[src/rtl/txarbiter.sv]
// txarbiter: round-robin arbiter that feeds one serial-word transmitter from
// NREQ single-word holding registers. Each channel has its own strobe/busy
// handshake. Held words are forwarded one at a time over the tx stb/busy port.
module txarbiter #(
  parameter int NREQ = 4,
  parameter int DW   = 32
) (
  input  logic               i_clk,
  input  logic               i_reset_n,
  input  logic [NREQ-1:0]    i_stb,
  input  logic [NREQ*DW-1:0] i_data,
  output logic [NREQ-1:0]    o_busy,
  output logic               o_tx_stb,
  output logic [DW-1:0]      o_tx_data,
  input  logic               i_tx_busy,
  output logic [NREQ-1:0]    o_grant
);

  localparam int PW = (NREQ > 1) ? $clog2(NREQ) : 1;

  typedef enum logic {IDLE, SEND} state_t;

  state_t          state_q, state_d;
  logic [NREQ-1:0] pend_q, pend_d;
  logic [DW-1:0]   hold_q [NREQ];
  logic [DW-1:0]   hold_d [NREQ];
  logic [PW-1:0]   last_q, last_d;
  logic            tx_stb_q, tx_stb_d;
  logic [DW-1:0]   tx_data_q, tx_data_d;
  logic [NREQ-1:0] grant_q, grant_d;

  logic            found;
  logic [PW-1:0]   sel;
  logic [PW-1:0]   idx;
  logic            issue;

  // Round-robin search: walk last+1 .. last with an explicit wrap so that
  // non-power-of-2 channel counts never index past NREQ-1.
  always_comb begin
    found = 1'b0;
    sel   = last_q;
    idx   = last_q;
    for (int i = 0; i < NREQ; i++) begin
      idx = (idx == PW'(NREQ - 1)) ? '0 : idx + PW'(1);
      if (!found && pend_q[idx]) begin
        found = 1'b1;
        sel   = idx;
      end
    end
  end

  // Issue/accept FSM: launch the selected word from IDLE, hold it in SEND
  // until the transmitter stops signalling busy.
  always_comb begin
    state_d   = state_q;
    tx_stb_d  = tx_stb_q;
    tx_data_d = tx_data_q;
    grant_d   = grant_q;
    last_d    = last_q;
    issue     = 1'b0;
    case (state_q)
      IDLE: begin
        if (found && !i_tx_busy) begin
          issue        = 1'b1;
          tx_stb_d     = 1'b1;
          tx_data_d    = hold_q[sel];
          grant_d      = '0;
          grant_d[sel] = 1'b1;
          last_d       = sel;
          state_d      = SEND;
        end
      end
      SEND: begin
        // Grant and data deliberately keep their values after acceptance.
        if (!i_tx_busy) begin
          tx_stb_d = 1'b0;
          state_d  = IDLE;
        end
      end
    endcase
  end

  // Channel holding registers: capture on strobe when free, free on selection.
  // A strobe on a channel that is still pending (including the cycle it is
  // selected) is silently dropped.
  always_comb begin
    pend_d = pend_q;
    hold_d = hold_q;
    for (int k = 0; k < NREQ; k++) begin
      if (i_stb[k] && !pend_q[k]) begin
        pend_d[k] = 1'b1;
        hold_d[k] = i_data[k*DW +: DW];
      end
    end
    if (issue) pend_d[sel] = 1'b0;
  end

  // State registers; reset drops any word in flight and gives channel 0 top
  // priority by parking the pointer on the last channel.
  always_ff @(posedge i_clk or negedge i_reset_n) begin
    if (!i_reset_n) begin
      state_q   <= IDLE;
      pend_q    <= '0;
      last_q    <= PW'(NREQ - 1);
      tx_stb_q  <= 1'b0;
      tx_data_q <= '0;
      grant_q   <= '0;
      for (int k = 0; k < NREQ; k++) hold_q[k] <= '0;
    end else begin
      state_q   <= state_d;
      pend_q    <= pend_d;
      last_q    <= last_d;
      tx_stb_q  <= tx_stb_d;
      tx_data_q <= tx_data_d;
      grant_q   <= grant_d;
      for (int k = 0; k < NREQ; k++) hold_q[k] <= hold_d[k];
    end
  end

  assign o_busy    = pend_q;
  assign o_tx_stb  = tx_stb_q;
  assign o_tx_data = tx_data_q;
  assign o_grant   = grant_q;

endmodule

[config.mk]
export PLATFORM = sky130hd
export DESIGN_NAME = txarbiter
export DESIGN_NICKNAME = d
export VERILOG_FILES = /design/src/rtl/txarbiter.sv
export SDC_FILE = /design/constraint.sdc
export NUM_CORES = 1
export LEC_CHECK = 0
export ABC_AREA = 1
export CAP_MARGIN = 30
export CORE_MARGIN = 8
export CORE_UTILIZATION = 25
export DETAILED_ROUTE_END_ITERATION = 7
export PLACE_DENSITY_LB_ADDON = 0.15
export SETUP_SLACK_MARGIN = 0.5
export SYNTH_ARGS = -nofsm -noshare
export SYNTH_HDL_FRONTEND = slang
export SYNTH_SLANG_ARGS = --single-unit
[constraint.sdc]
create_clock -name i_clk -period 2.8 [get_ports i_clk]
set_clock_uncertainty 0.1 [all_clocks]
set_input_delay 0.42 -clock i_clk [delete_from_list [all_inputs] [get_ports i_clk]]
set_output_delay 0.42 -clock i_clk [all_outputs]
set_load 0.01 [all_outputs]
run_1/detail.png
Region (78, 118) to (118, 158) µm. Cells in gray, sequential cells in the stronger gray; small squares are vias.
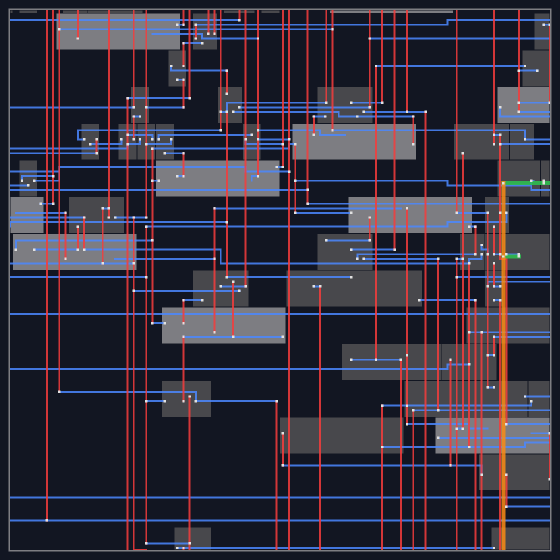
[blue] metal 1
[orange] metal 4
[green] metal 3
[red] metal 2
cells with their middle in the window: 39
most frequent: nand2_1 (10), dfrtp_1 (7), mux2_2 (5)
sequential cells in the window: 7
netlist names of flops here include: hold_q (6), o_tx_data (1)

run_1/flops_by_reg.png
Drawn at 2 px/µm. Other sequential cells in the stronger gray, the rest of the logic in the fainter gray.
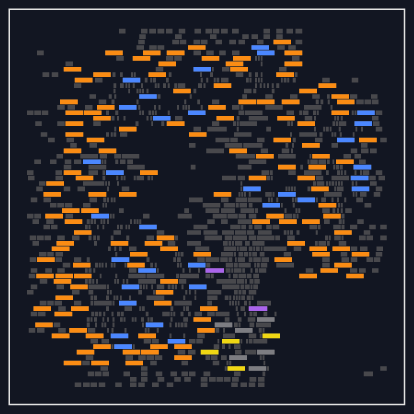
[yellow] o_grant | sequential cells: 4 | where: bottom center
[orange] hold_q | sequential cells: 128 | where: widely spread
[purple] last_q | sequential cells: 2
[blue] o_tx_data | sequential cells: 32 | where: widely spread
not colored: 6
flop share of the area: 0.350

run_1/layer_met2.png
Drawn at 1.5 px/µm. Cells faint in the background.
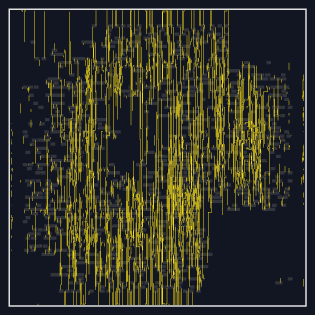
share of all routed wire: 48%
main direction: vertical
longest straight run: 64.3 µm
wire length on this layer: 14900 µm

==> results_dict.tcl, run 1 <==
# place-and-route summary
set metrics [dict create \
    min_path_cells 2 \
    area_growth_syn_to_layout_pct 50.3 \
    top_register "hold_q" \
    viasPerCell 4.50 \
    core.rowCount 66 \
    finalCritPeriodShare 0.919 \
    synth_seq_share 0.526 \
    reg2reg_slack_ps 230 \
    worst_pin_slew_ps 535 \
    drc 0 \
    crit_type "reg -> reg" \
    fp.dieH_um 197 \
    fp_util 0.253 \
    h-tree-depth 4 \
    cp_common_cell "nand2_1" \
    endpoint "o_tx_data[8]" \
    hold_buffers 1 \
    post-route-util 0.380 \
    cp.required_ps 3020 \
    vias 6834 \
    synthCells 845 \
    slew_headroom 0.643 \
    synth_warnings 0 \
    flop_cell "dfrtp_1" \
    yosys.cell_count.top_type "nand2_1" \
    layout_top_cell "nand2_1" \
    place_inst 1438 \
    yosys_area_um2 8180 \
    rsz0062_at_grt "true" \
    synth-seq-cells 172 \
    core_um2 32400 \
    drive_gt1_frac 0.279 \
    critPathMaxFanout 9 \
    synth_cell_types 26 \
    lay_top_cells "nand2_1 (278), clkdlybuf4s50_1 (174), dfrtp_1 (170), nand3_1 (130), mux2_2 (128)" \
    dp_hpwl_um 19200 \
    clk_pin_slew_ps 70 \
    post-place-ws_ps 24.5 \
    max_freq_mhz 389 \
    ys_cells 845 \
    finalNonFillerCells 1518 \
    portBuffers 175 \
    drt_iter0_markers 416 \
    crit_slowest_cell "dfstp_2" \
    largest_reg_flops 128 \
    synth_top_cell_by_area "dfrtp_1" \
    setup_ws_ps 227 \
    synthTopCellsByCount "nand2_1 (305), dfrtp_1 (170), nand3_1 (137)" \
    synth_nets 981 \
    cp.arrival_ps 2800 \
    nNetsFinal 1199 \
    cp-end-kind "flip-flop" \
    finalInstanceArea_um2 12300 \
    post_dp_cell_area_um2 10600 \
    cts_buffer_depth 2 \
    clk_latency_ps 430 \
    holdPathEnd "o_tx_data[9]" \
    numCtsBuffers 17 \
    cts_setup_buffers 16 \
    min_period_ps 2570 \
    antenna_found_initial 3 \
    hold_start "o_tx_data[9]" \
    status "finished clean" \
    r2r-start "last_q[0]" \
]
## run 1: routing by layer
layer / global-route usage / up-vias / share of wire / routed length (µm)
li1: - / 3259 / - / -
met1: 0.199 / 3360 / 0.46 / 14400
met2: 0.252 / 180 / 0.48 / 14900
met3: 0.0353 / 31 / 0.045 / 1420
met4: 0.0440 / 4 / 0.017 / 544
met5: 0 / - / 0.00086 / 27
## run 1: layout make-up
| cell class | count | area [µm²] |
|---|---|---|
| timing repair buffer | 251 | 2960 |
| clock buffer | 19 | 443 |
| fill | 3249 | 20100 |
| sequential | 172 | 4310 |
| clock inverter | 12 | 115 |
| antenna | 1 | 2.50 |
| multi-input combinational | 605 | 3830 |
| tap | 442 | 553 |
| inverter | 16 | 82.6 |
## run 1: critical path, delay by kind of cell, from the launching register on
| kind | cells | cell delay, ps |
|---|---|---|
| AND-OR/OR-AND | 1 | 160 |
| buffers and inverters | 4 | 490 |
| flip-flops | 1 | 600 |
| adder cells (fa/ha/maj) | 1 | 250 |
| AND/OR/NAND/NOR | 10 | 860 |
## run 1: logic make-up (layout without fill, tap and decap cells)
| kind of cell | count (synthesis) | count (layout) | synth area share |
|---|---|---|---|
| fa+ha+maj | 1 | 1 | 0.00153 |
| compound gates | 17 | 17 | 0.0130 |
| mux | 128 | 128 | 0.176 |
| simple gates | 458 | 459 | 0.237 |
| buf+inv | 69 | 298 | 0.0457 |
| flops | 172 | 172 | 0.526 |
| other cells | 0 | 1 | 0 |
==> run 2: changes to the inputs <==
--- a/config.mk
+++ b/config.mk
@@ -10,8 +10,9 @@
 export CORE_MARGIN = 8
 export CORE_UTILIZATION = 25
 export DETAILED_ROUTE_END_ITERATION = 7
+export GPL_TIMING_DRIVEN = 0
 export PLACE_DENSITY_LB_ADDON = 0.15
-export SETUP_SLACK_MARGIN = 0.5
+export SETUP_SLACK_MARGIN = 0.2
 export SYNTH_ARGS = -nofsm -noshare
 export SYNTH_HDL_FRONTEND = slang
 export SYNTH_SLANG_ARGS = --single-unit
run_2/logic_types.png
Drawn at 2 px/µm.
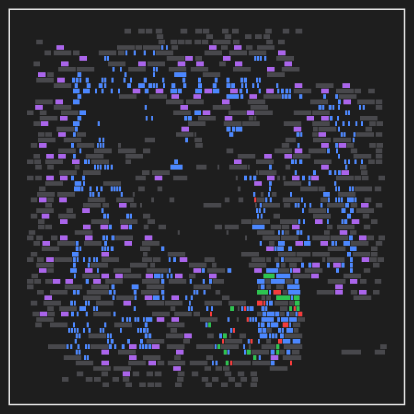
[red] inv cells | cells: 16
[blue] nand cells | cells: 452 | where: widely spread
[green] aoi and oai cells | cells: 17
[purple] mux cells | cells: 128 | where: widely spread
most instantiated logic cell after routing: nand2_1
post-route insts no fill: 1530
Comb/total area: 0.324

run_2/layer_met2.png
Drawn at 1.5 px/µm. Cells faint in the background.
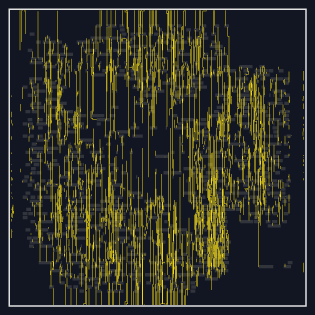
wire length on this layer: 13600 µm
share of all routed wire: 48%
longest straight run: 74.1 µm
main direction: vertical
grt met2 use: 0.232
vias: 6751
final wirelength: 28700 µm

==> run 2 against run 1 <==
Sequential share of layout area up 0.27 points. Final area shrank 0.75%. Non-clock buffer count is 13 higher. Cell count is 0.79% higher. Fmax decreased by 1.8%. Global-route usage fell by 0.99 points. Die size unchanged. Synthesized cell count unchanged. Highest routed layer unchanged.
==> results_dict.tcl, run 2 <==
# place-and-route summary
set metrics [dict create \
    status "finished clean" \
    top_register "hold_q" \
    dp_hpwl_um 19700 \
    core_um2 32400 \
    crit_slowest_cell "dfstp_2" \
    lay_top_cells "nand2_1 (262), clkdlybuf4s50_1 (174), dfrtp_1 (170), mux2_2 (128), nand3_1 (105)" \
    synth_top_cell_by_area "dfrtp_1" \
    insertedDiodeCount 0 \
    synth_warnings 0 \
    top_logic_kind "simple AND/OR/NAND/NOR gates" \
    cts_tree "done" \
    critPathMaxFanout 6 \
    netlist_area_um2 8180 \
    finalCritPeriodShare 0.936 \
    cp.arrival_ps 2850 \
    synth-adder-area-share 0.00153 \
    fp.dieH_um 197 \
    fp_util 0.253 \
    drive_gt1_frac 0.308 \
    flop_cell "dfrtp_1" \
    viasPerCell 4.41 \
    setup_ws_ps 180 \
    synth.cellmix.simpleShare 0.237 \
    yosys.cell_count.top_type "nand2_1" \
    ant_nets 0 \
    drc 0 \
    yosys_area_um2 8180 \
    hold_buffers 1 \
    clk_latency_ps 440 \
    max_freq_mhz 382 \
    synth_nets 981 \
    nNetsFinal 1212 \
    xor_share 0 \
    synthTopCellsByCount "nand2_1 (305), dfrtp_1 (170), nand3_1 (137)" \
    largest_reg_flops 128 \
    post-route-util 0.377 \
    worst_pin_slew_ps 851 \
    rsz0062_at_grt "true" \
    numCtsBuffers 17 \
    area_growth_syn_to_layout_pct 49.2 \
    synth-seq-cells 172 \
    finalInstanceArea_um2 12200 \
    mux_area_frac 0.176 \
    crit_buf_inv 4 \
    min_period_ps 2620 \
    cts_setup_buffers 10 \
    post_dp_cell_area_um2 10500 \
    core.rowCount 66 \
    ys_cells 845 \
    cpLargestDelayFamily "simple AND/OR/NAND/NOR gates" \
    grt_pass1_wl_um 42300 \
    post-place-ws_ps -175 \
    top_area_frac 0.520 \
    cp.required_ps 3030 \
    cts_buffer_depth 2 \
    grt_max_degree 90 \
    cp-end-kind "flip-flop" \
    cp_common_cell "nand2_1" \
    numClockSinks 172 \
    drt_iter0_markers 300 \
    h-tree-depth 4 \
    clk_pin_slew_ps 70 \
    ys_sh_aoi 0.0130 \
    reg2reg_slack_ps 180 \
    place_inst 1463 \
    antenna_found_initial 2 \
    portBuffers 175 \
    slew_headroom 0.433 \
    synthCells 845 \
    synth_cell_types 26 \
    synth_seq_share 0.526 \
    crit_type "reg -> reg" \
]
-- run 2: layer usage --
| metal | part of all wire | up-vias | GRT usage |
|---|---|---|---|
| li1 | - | 3267 | - |
| met1 | 0.46 | 3314 | 0.189 |
| met2 | 0.48 | 143 | 0.232 |
| met3 | 0.047 | 23 | 0.0385 |
| met4 | 0.013 | 4 | 0.0323 |
| met5 | 0.00087 | - | 0 |
-- run 2: worst register-to-register path: stages, from the launching register on --
cell	delay, ps
dfstp_2	570
ha_4	240
inv_6	90
nand2_4	70
nand3_4	80
nand2_4	70
nor2_4	170
nand3_4	210
inv_8	140
nand2_8	80
buf_12	150
clkbuf_16	170
nand3_2	70
nand2_2	50
nand2_2	90
nand2_1	60
nand2_1	50
nand2_1	50
-- run 2: final timing paths --
| path | endpoint | depth (start not counted) | from |
|---|---|---|---|
| setup / recovery | o_tx_data[14] | 17 | last_q[1] |
| hold / removal | o_tx_data[9] | 2 | o_tx_data[9] |
| setup reg to reg | o_tx_data[14] | 17 | last_q[1] |
| hold reg to reg | o_tx_data[9] | 2 | o_tx_data[9] |
| max in group asynchronous | hold_q[84] | 3 | i_reset_n |
| min in group asynchronous | hold_q[5] | 2 | i_reset_n |
-- run 2: cell type report --
class	instances	area, µm²
clock buffer	19	443
timing repair buffer	211	2230
tap	442	553
buffer	53	489
fill	3334	20200
sequential	172	4310
inverter	16	82.6
clock inverter	12	139
multi-input combinational	605	3960
